## src/rtl/hv_enc_seq.sv

```systemverilog
// hv_enc_seq - micro-sequencer for the hypervector encoder datapath.
//
// Fetches instructions from a host-loaded instruction memory. Each instruction
// either issues one opaque control word to the encoder or manages a hardware
// loop counter. Issue is held while an unconsumed query HV is pending and the
// instruction carries the wait flag.
//
// Instruction format (inst_i[31:30] = opcode):
//   00 OP         : [29] wait flag, [28:0] control word
//   01 LOOP_START : [LoopCountWidth-1:0] iteration count (0 behaves as 1)
//   10 LOOP_END
//   11 HALT
//
// Ports:
//   clk_i, rst_ni          clock, async active-low reset
//   start_i, abort_i       run control (abort wins over start and instructions)
//   inst_addr_o, inst_i    instruction memory read port (combinational read)
//   qhv_valid_i            encoder query HV pending
//   ctrl_o, ctrl_valid_o   issued control word (zero when not issuing)
//   busy_o, done_o         running flag, one-cycle HALT pulse
//   error_o                sticky error, cleared by an accepted start
//
// Optional feature: define HV_ENC_SEQ_NESTED_LOOP_EN for a 2-deep loop stack;
// otherwise the loop stack is 1 deep.
//
// state  | meaning
// -------+------------------------------------------------------------
// S_IDLE | no program running, pc held at 0
// S_RUN  | decoding/executing the instruction at pc
// S_WAIT | OP with wait flag stalled on qhv_valid_i, re-decoded each cycle

module hv_enc_seq #(
  parameter int InstMemDepth   = 64,
  parameter int InstWidth      = 32,
  parameter int CtrlWidth      = 29,
  parameter int LoopCountWidth = 8,
  parameter int PcWidth        = $clog2(InstMemDepth)
) (
  input  logic                 clk_i,
  input  logic                 rst_ni,
  input  logic                 start_i,
  input  logic                 abort_i,
  output logic [PcWidth-1:0]   inst_addr_o,
  input  logic [InstWidth-1:0] inst_i,
  input  logic                 qhv_valid_i,
  output logic [CtrlWidth-1:0] ctrl_o,
  output logic                 ctrl_valid_o,
  output logic                 busy_o,
  output logic                 done_o,
  output logic                 error_o
);

`ifdef HV_ENC_SEQ_NESTED_LOOP_EN
  localparam logic [1:0] LoopDepth = 2'd2;
`else
  localparam logic [1:0] LoopDepth = 2'd1;
`endif

  localparam logic [1:0] OpOp        = 2'b00;
  localparam logic [1:0] OpLoopStart = 2'b01;
  localparam logic [1:0] OpLoopEnd   = 2'b10;

  localparam logic [PcWidth-1:0]        PcLast  = PcWidth'(InstMemDepth - 1);
  localparam logic [LoopCountWidth-1:0] CntOne  = LoopCountWidth'(1);

  typedef enum logic [1:0] {
    S_IDLE = 2'd0,
    S_RUN  = 2'd1,
    S_WAIT = 2'd2
  } state_e;

  state_e                    state_q, state_d;
  logic [PcWidth-1:0]        pc_q, pc_d;
  logic [1:0]                sp_q, sp_d;
  logic [PcWidth-1:0]        lpc_q [2];
  logic [PcWidth-1:0]        lpc_d [2];
  logic [LoopCountWidth-1:0] lcnt_q [2];
  logic [LoopCountWidth-1:0] lcnt_d [2];
  logic                      err_q, err_d;

  logic [1:0]                opcode;
  logic                      wait_flag;
  logic [LoopCountWidth-1:0] loop_n;
  logic                      top_idx;
  logic                      push_idx;
  logic                      advance;
  logic                      fault;

  assign opcode    = inst_i[InstWidth-1 -: 2];
  assign wait_flag = inst_i[CtrlWidth];
  assign loop_n    = inst_i[LoopCountWidth-1:0];

  // Stack pointer counts live entries; entry 1 only ever used when nested.
  assign top_idx  = (sp_q == 2'd2);
  assign push_idx = (sp_q == 2'd1);

  always_comb begin
    state_d      = state_q;
    pc_d         = pc_q;
    sp_d         = sp_q;
    lpc_d        = lpc_q;
    lcnt_d       = lcnt_q;
    err_d        = err_q;
    ctrl_o       = '0;
    ctrl_valid_o = 1'b0;
    done_o       = 1'b0;
    advance      = 1'b0;
    fault        = 1'b0;

    if (abort_i) begin
      state_d = S_IDLE;
      pc_d    = '0;
      sp_d    = '0;
    end else begin
      unique case (state_q)
        S_IDLE: begin
          pc_d = '0;
          if (start_i) begin
            err_d   = 1'b0;
            sp_d    = '0;
            state_d = S_RUN;
          end
        end
        S_RUN, S_WAIT: begin
          unique case (opcode)
            OpOp: begin
              if (wait_flag && qhv_valid_i) begin
                state_d = S_WAIT;
              end else begin
                ctrl_o       = inst_i[CtrlWidth-1:0];
                ctrl_valid_o = 1'b1;
                state_d      = S_RUN;
                advance      = 1'b1;
              end
            end
            OpLoopStart: begin
              if (sp_q == LoopDepth) begin
                fault = 1'b1;
              end else begin
                lpc_d[push_idx]  = pc_q + 1'b1;
                lcnt_d[push_idx] = (loop_n == '0) ? CntOne : loop_n;
                sp_d             = sp_q + 2'd1;
                advance          = 1'b1;
              end
            end
            OpLoopEnd: begin
              if (sp_q == 2'd0) begin
                fault = 1'b1;
              end else if (lcnt_q[top_idx] > CntOne) begin
                lcnt_d[top_idx] = lcnt_q[top_idx] - 1'b1;
                pc_d            = lpc_q[top_idx];
              end else begin
                sp_d    = sp_q - 2'd1;
                advance = 1'b1;
              end
            end
            default: begin
              done_o  = 1'b1;
              state_d = S_IDLE;
              pc_d    = '0;
              sp_d    = '0;
            end
          endcase

          // No wrap-around: stepping off the last word is an error, but an OP
          // sitting there still issues in its decode cycle.
          if (advance && (pc_q == PcLast)) begin
            fault = 1'b1;
          end else if (advance) begin
            pc_d = pc_q + 1'b1;
          end

          if (fault) begin
            err_d   = 1'b1;
            state_d = S_IDLE;
            pc_d    = '0;
            sp_d    = '0;
          end
        end
        default: begin
          state_d = S_IDLE;
          pc_d    = '0;
          sp_d    = '0;
        end
      endcase
    end
  end

  always_ff @(posedge clk_i or negedge rst_ni) begin
    if (!rst_ni) begin
      state_q <= S_IDLE;
      pc_q    <= '0;
      sp_q    <= '0;
      lpc_q   <= '{default: '0};
      lcnt_q  <= '{default: '0};
      err_q   <= 1'b0;
    end else begin
      state_q <= state_d;
      pc_q    <= pc_d;
      sp_q    <= sp_d;
      lpc_q   <= lpc_d;
      lcnt_q  <= lcnt_d;
      err_q   <= err_d;
    end
  end

  assign inst_addr_o = pc_q;
  assign busy_o      = (state_q != S_IDLE);
  assign error_o     = err_q;

endmodule

```

## config.mk

```make
export PLATFORM = sky130hd
export DESIGN_NAME = hv_enc_seq
export DESIGN_NICKNAME = d
export VERILOG_FILES = /design/src/rtl/hv_enc_seq.sv
export SDC_FILE = /design/constraint.sdc
export NUM_CORES = 1
export LEC_CHECK = 0
export CAP_MARGIN = 30
export CORE_MARGIN = 10
export CORE_UTILIZATION = 44
export DETAILED_ROUTE_END_ITERATION = 8
export HOLD_SLACK_MARGIN = 0.03
export PLACE_DENSITY = 0.8
export SKIP_CTS_REPAIR_TIMING = 1
export SLEW_MARGIN = 0
export SYNTH_ARGS = -nofsm -noshare
export SYNTH_HDL_FRONTEND = slang
export SYNTH_SLANG_ARGS = --single-unit
```

## constraint.sdc

```tcl
create_clock -name clk_i -period 3 [get_ports clk_i]
set_input_delay 0.75 -clock clk_i [delete_from_list [all_inputs] [get_ports clk_i]]
set_output_delay 0.75 -clock clk_i [all_outputs]
set_load 0.01 [all_outputs]
```

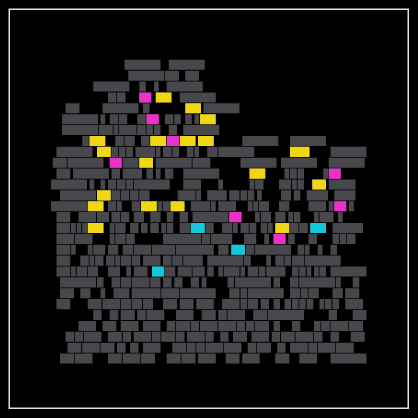
(run_1/gates.png)
(4 px per µm)
[mux cells] yellow | cells: 18
[xor and xnor cells] magenta | cells: 8
[non-inverting ao/oa cells] cyan | cells: 4 | where: center
Commonest Layout Cell: clkdlybuf4s50_1
logic share of the area: 42.8%

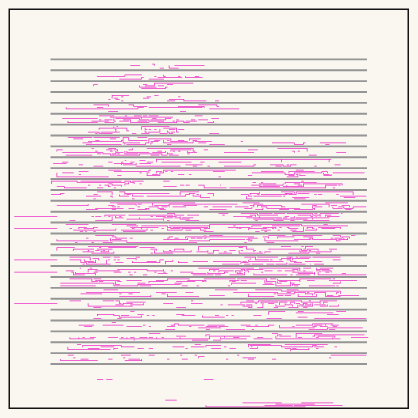
(run_1/m1.png)
(4 px per µm) Supply wires on this layer in gray.
share of all routed wire: 40%
main direction: horizontal
wire length on this layer: 3190 µm
GRT met1 Usage: 17.0%
Vias: 2584
WL final: 7.93 mm

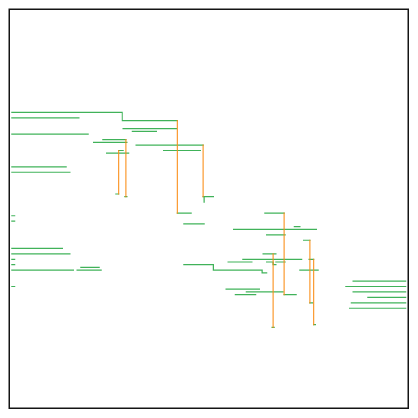
(run_1/layers.png)
(4 px per µm) Only two layers are drawn.
[M4] orange | wire length: 132 µm
[M3] green | wire length: 439 µm
DR WL/cell: 16.7 µm
All-Layer GR Usage: 15.3%

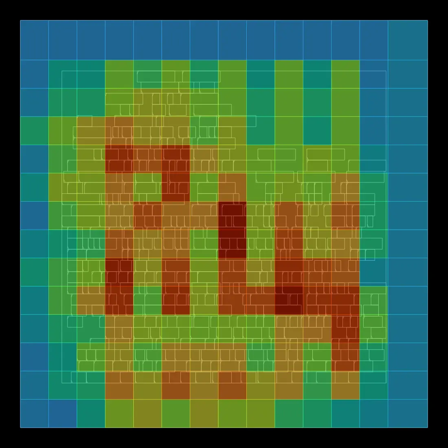
(run_1/congestion_map.png)
final core occ: 65.0%
grt met3 use: 4.01%
Top Usage Layer GRT: met2
met2 Track Usage GR: 28.1%

==> flow_summary_export.csv, run 1 <==
group,metric,value,unit
final_timing,period_minus_slack,2.89,ns
global_route,antenna_found_initial,0,
finish,seq_cell_count,39,
critical_path,r2r_start,"sp_q[0]$_DFFE_PN0P_",
final_timing,slew_violations,0,
synth,synth_warnings,0,
finish,fin_area,0.00391,mm²
drt,dr_wl_met2,4.17,mm
global_route,first_global_vias,2662,
critical_path,endpoint,"ctrl_o[17]",
clocking,clock_path_buffers,2,
hold_path,worstHoldStart,"lpc_q[2]$_DFFE_PN0P_",
drt,met3_length,438,µm
floorplan,core_area,0.00603,mm²
finish,area_share_nonclk_buffers,26.0,%
synth,xor_share,2.53,%
final_timing,finalClockPeriodUsage,96.4,%
clocking,cts_tree,"yes",
finish,dominant-cell-class,"logic gates",
synth,syn_area_per_cell,8.94,µm²
critical_path,cp.depth,7,
critical_path,critPathKind,"in2out",
final_timing,tightest_slew,0.875,ns
pwr,intPower,1090,µW
final_timing,clock_skew,0.00526,ns
hold_path,holdPathEnd,"lpc_q[2]$_DFFE_PN0P_",
drt,ant_nets,0,
synth,ys_ff,39,
synth,area_leaders,"dfrtp_1 35%, and2_1 7.0%, ha_1 5.4%, a21oi_1 3.8%, nor2_1 3.4%",
drt,drc,0,
final_timing,hold_violations,0,
critical_path,crit_path_max_fanout,31,
drt,top_layer,"met4",
drt,wl_met1,3.19,mm
floorplan,num_io_pins,76,
final_timing,rsz0062_at_grt,"no",
synth,top_area_share,35.2,%
pwr,leakage,0.00217,µW
critical_path,path_cells,"clkdlybuf4s50_1 -> inv_1 -> ha_1 -> and3_4 -> buf_12 -> and2_1 -> dlymetal6s2s_1",
finish,logic_area,0.00168,mm²
final_timing,layout_setup_ws,0.108,ns
synth,syn_area,0.00277,mm²
pwr,p_clk_share,22.6,%
pwr,maxPowerGroup,"sequential cells",
clocking,path_clk_slew,0.09,ns
critical_path,slowest_stage,"clkdlybuf4s50_1",
synth,synth_cells,310,
synth,adder_share,5.42,%
critical_path,cpPeakStageDelay,0.48,ns
critical_path,r2r_cells,10,
pwr,pg_seq,710,µW
critical_path,timing.critical_path.buf_inv,4,
finish,drive_above_1_share,15.5,%
pwr,ir_drop,416,µV
run,warnings,33,
finish,nonClockInverterCount,15,
synth,ys_sh_aoi,18.7,%
finish,diodes,0,
pwr,power,1710,µW
finish,synthToLayoutAreaGrowth,41.2,%
critical_path,end_kind,"primary output",
hold_path,whs_path_depth,0,
drt,drtIter0Drc,82,
synth,edf_count,0,
critical_path,crit_path_start_kind,"input pin",
synth,ys.flop_type,"dfrtp_1",
final_timing,slew_headroom,41.7,%
synth,mux_share,6.99,%
final_timing,whs,0.378,ns
synth,ys_area,0.00277,mm²
global_route,overflow,0,
synth,async_reset_ff_share,100,%
pwr,p_comb,613,µW
finish,comb.multi_input.count,238,
clocking,clk_latency,0.30,ns
pwr,power.share.switching,36.1,%
place,dp_hpwl,6.06,mm
clocking,numCtsBuffers,5,
finish,clockNetworkAreaShare,2.37,%
critical_path,cp-startpoint,"inst_i[30]",
finish,seq_share,24.9,%
finish,layout.nets,447,
place,dpl_cell_area,0.00371,mm²
final_timing,setup_tns,0,ns
hold_path,hold_path_class,"reg2reg",
critical_path,reg2reg_slack,0.16,ns
floorplan,placementRows,28,
critical_path,worst_r2r_endpoint,"state_q[0]$_DFFE_PN0P_",
drt,first_pass_iters,4,
critical_path,arrival,2.14,ns
finish,ff_latch_area,976,µm²
synth,yosys_cells,310,
floorplan,die_y,99.4,µm
clocking,clock_sinks,39,
clocking,cts_root_buf,"clkbuf_8",
clocking,htreeDepth,2,
floorplan,die_width,99.4,µm
pwr,clk-power,387,µW
critical_path,crit_family,"buffers and inverters",
run_status,outcome,"completed",
pwr,power_switching,617,µW
floorplan,fp_util,46.0,%
finish,clkbuf_count,5,
synth,top_area_cell,"dfrtp_1",
synth,ys_seq_share,35.2,%
floorplan,tap_cells,75,
final_timing,setup_viol,0,
place,place_congestion,0.840,
place,pre_cts_ws,-0.246,ns
global_route,grt_max_degree,40,
synth,logic_family,"simple AND/OR/NAND/NOR gates",
drt,vias_per_cell,5.45,
pwr,combPwrFrac,35.8,%
finish,largest_register_ffs,16,
place,place_inst,465,
pwr,pwr_density_cell,437,mW/mm²
run,cap_violations,0,
synth,ys_top_cells_by_count,"39 x dfrtp_1, 31 x and2_1, 25 x nor2_1",
synth,synth_top_cell_by_count,"dfrtp_1",
global_route,grt_pass1_wl,12.7,mm
finish,fin_cells,474,
critical_path,worst_ep_required_time,2.25,ns
synth,ys_types,55,
place,io_buffers,75,
synth,ys_sh_simple,25.9,%
pwr,seq_power_share,41.5,%
floorplan,dieArea,0.00988,mm²
finish,nFillCells,495,
finish,top_register,"lcnt_q",
final_timing,max_freq,346,MHz
finish,lay_top_cells,"43 x clkdlybuf4s50_1, 39 x dfrtp_1, 31 x and2_1, 31 x dlymetal6s2s_1, 25 x nor2_1",
finish,buffers,99,
synth,fp_nets,359,
--- run 2 (diff from run 1) ---
--- a/config.mk
+++ b/config.mk
@@ -7,10 +7,12 @@
 export LEC_CHECK = 0
 export CAP_MARGIN = 30
 export CORE_MARGIN = 10
-export CORE_UTILIZATION = 44
+export CORE_UTILIZATION = 45
+export CTS_CLUSTER_DIAMETER = 150
 export DETAILED_ROUTE_END_ITERATION = 8
+export DONT_BUFFER_PORTS = 1
 export HOLD_SLACK_MARGIN = 0.03
-export PLACE_DENSITY = 0.8
+export PLACE_DENSITY = 0.65
 export SKIP_CTS_REPAIR_TIMING = 1
 export SLEW_MARGIN = 0
 export SYNTH_ARGS = -nofsm -noshare
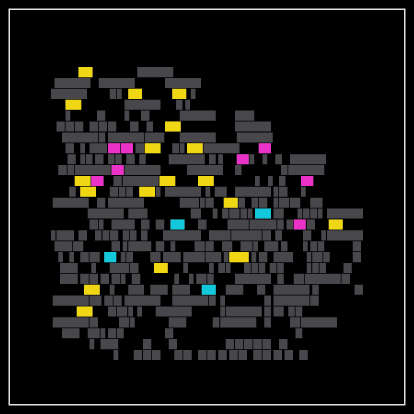
(run_2/gates.png)
(4 px per µm)
[mux cells] yellow | cells: 18
[xor and xnor cells] magenta | cells: 8
[non-inverting ao/oa cells] cyan | cells: 4 | where: center
logic share of the area: 56.7%
Commonest Layout Cell: dfrtp_1

==> run 2 against run 1 <==
  * Clock skew hardly changed
  * Synthesized area stayed put
  * Clock power is 8.5% lower
  * Via count is 14% lower
  * Total power is 10% lower
  * Critical path type is now reg2reg
  * Sequential share of layout area is 8.4 points higher
  * Final cell count is 19% lower
  * Combinational power is 23% lower
  * Largest cell class unchanged
  * Flip-flop count stayed put
==> flow_summary_export.csv, run 2 <==
group,metric,value,unit
final_timing,period_minus_slack,2.80,ns
pwr,p_clk_share,23.1,%
drt,top_layer,"met4",
pwr,clk-power,354,µW
final_timing,rsz0062_at_grt,"no",
place,dp_hpwl,5.30,mm
critical_path,worst_r2r_endpoint,"state_q[1]$_DFFE_PN0P_",
critical_path,timing.critical_path.buf_inv,1,
synth,ys_sh_simple,25.9,%
place,pre_cts_ws,0.168,ns
place,place_inst,374,
drt,vias_per_cell,5.81,
synth,area_leaders,"dfrtp_1 35%, and2_1 7.0%, ha_1 5.4%, a21oi_1 3.8%, nor2_1 3.4%",
final_timing,hold_violations,0,
final_timing,slew_headroom,60.3,%
clocking,cts_tree,"yes",
floorplan,die_y,98.5,µm
critical_path,end_kind,"register",
clocking,cts_root_buf,"clkbuf_8",
drt,drc,0,
drt,wl_per_cell,17.8,µm
final_timing,setup_viol,0,
hold_path,hold_path_class,"in2async",
final_timing,clock_skew,0.00506,ns
finish,logic_area,0.00166,mm²
finish,nonClockInverterCount,15,
critical_path,r2r_cells,10,
critical_path,cp-startpoint,"sp_q[0]$_DFFE_PN0P_",
finish,lay_top_cells,"39 x dfrtp_1, 31 x and2_1, 25 x nor2_1",
global_route,grt_max_degree,40,
synth,synth_top_cell_by_count,"dfrtp_1",
global_route,first_global_vias,2251,
pwr,leakage,0.00125,µW
finish,area_share_nonclk_buffers,1.80,%
drt,wirelength,6.79,mm
synth,logic_family,"simple AND/OR/NAND/NOR gates",
clocking,clock_path_buffers,2,
floorplan,core_area,0.00596,mm²
critical_path,cpPeakStageDelay,0.39,ns
finish,diodes,0,
pwr,power_switching,542,µW
pwr,p_comb,469,µW
finish,comb.multi_input.count,238,
synth,edf_count,0,
synth,fp_nets,359,
global_route,grt_pass1_wl,11.3,mm
synth,mux_share,6.99,%
finish,layout.nets,355,
critical_path,arrival,2.98,ns
critical_path,reg2reg_slack,0.20,ns
finish,drive_above_1_share,13.4,%
pwr,intPower,989,µW
synth,ys.flop_type,"dfrtp_1",
synth,ys_area,0.00277,mm²
synth,top_area_cell,"dfrtp_1",
clocking,numCtsBuffers,5,
synth,adder_share,5.42,%
critical_path,worst_ep_required_time,3.18,ns
clocking,clock_sinks,39,
synth,ys_sh_aoi,18.7,%
synth,ys_seq_share,35.2,%
finish,largest_register_ffs,16,
clocking,htreeDepth,2,
pwr,pg_seq,708,µW
synth,async_reset_ff_share,100,%
pwr,seq_power_share,46.3,%
clocking,path_clk_slew,0.08,ns
pwr,power.share.switching,35.4,%
global_route,grt-busiest-layer,"met2",
finish,ff_latch_area,976,µm²
final_timing,tightest_slew,0.587,ns
floorplan,num_io_pins,76,
pwr,combPwrFrac,30.6,%
critical_path,crit_path_start_kind,"register",
synth,syn_area,0.00277,mm²
finish,clockNetworkAreaShare,2.87,%
run,cap_violations,0,
drt,met3_length,375,µm
critical_path,r2r_start,"sp_q[0]$_DFFE_PN0P_",
finish,seq_share,33.4,%
pwr,power,1530,µW
finish,dominant-cell-class,"logic gates",
global_route,antenna_found_initial,0,
critical_path,crit_path_max_fanout,7,
final_timing,layout_setup_ws,0.204,ns
pwr,maxPowerGroup,"sequential cells",
pwr,pwr_density_cell,524,mW/mm²
drt,dr_wl_met2,3.34,mm
finish,buffers,7,
synth,syn_area_per_cell,8.94,µm²
synth,xor_share,2.53,%
critical_path,endpoint,"state_q[1]$_DFFE_PN0P_",
place,dpl_cell_area,0.00283,mm²
floorplan,tap_cells,75,
final_timing,slew_violations,0,
floorplan,fp_util,46.6,%
finish,seq_cell_count,39,
synth,synth_cells,310,
finish,nFillCells,596,
drt,ant_nets,0,
clocking,clk_latency,0.30,ns
global_route,overflow,0,
finish,synthToLayoutAreaGrowth,5.46,%
finish,clkbuf_count,5,
critical_path,crit_family,"AND-OR/OR-AND gates",
finish,top_register,"lcnt_q",
drt,wl_met1,2.95,mm
final_timing,whs,0.140,ns
critical_path,slowest_stage,"dfrtp_1",
critical_path,cp.depth,10,
floorplan,placementRows,28,
pwr,ir_drop,263,µV
run_status,outcome,"completed",
floorplan,dieArea,0.00970,mm²
place,io_buffers,0,
run,warnings,33,
synth,synth_warnings,0,
synth,ys_types,55,
floorplan,die_width,98.5,µm
final_timing,max_freq,358,MHz
finish,fin_cells,382,
drt,first_pass_iters,4,
finish,fin_area,0.00292,mm²
synth,ys_top_cells_by_count,"39 x dfrtp_1, 31 x and2_1, 25 x nor2_1",
drt,drtIter0Drc,74,
drt,vias,2219,
critical_path,critPathKind,"reg2reg",
final_timing,setup_tns,0,ns
synth,yosys_cells,310,
synth,top_area_share,35.2,%
synth,ys_ff,39,
place,place_congestion,0.901,
critical_path,path_cells,"inv_1 -> ha_2 -> mux2i_1 -> ha_2 -> a2bb2oi_2 -> o211ai_4 -> o32ai_2 -> nor2b_4 -> o21ai_2 -> mux2_1",
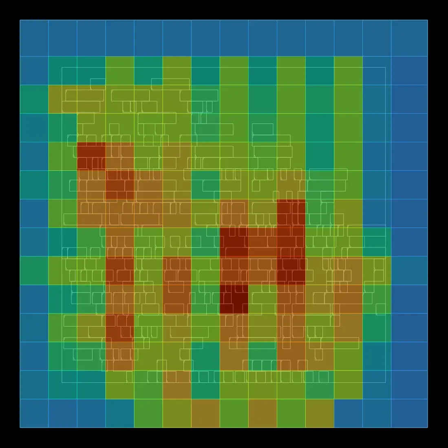
(run_2/congestion_map.png)
grt met3 use: 3.56%
All-Layer GR Usage: 13.8%
final core occ: 49.1%
GRT met1 Usage: 16.8%
met2 Track Usage GR: 23.1%

Power figures rest on the tool's default switching activity, not on a simulated workload.
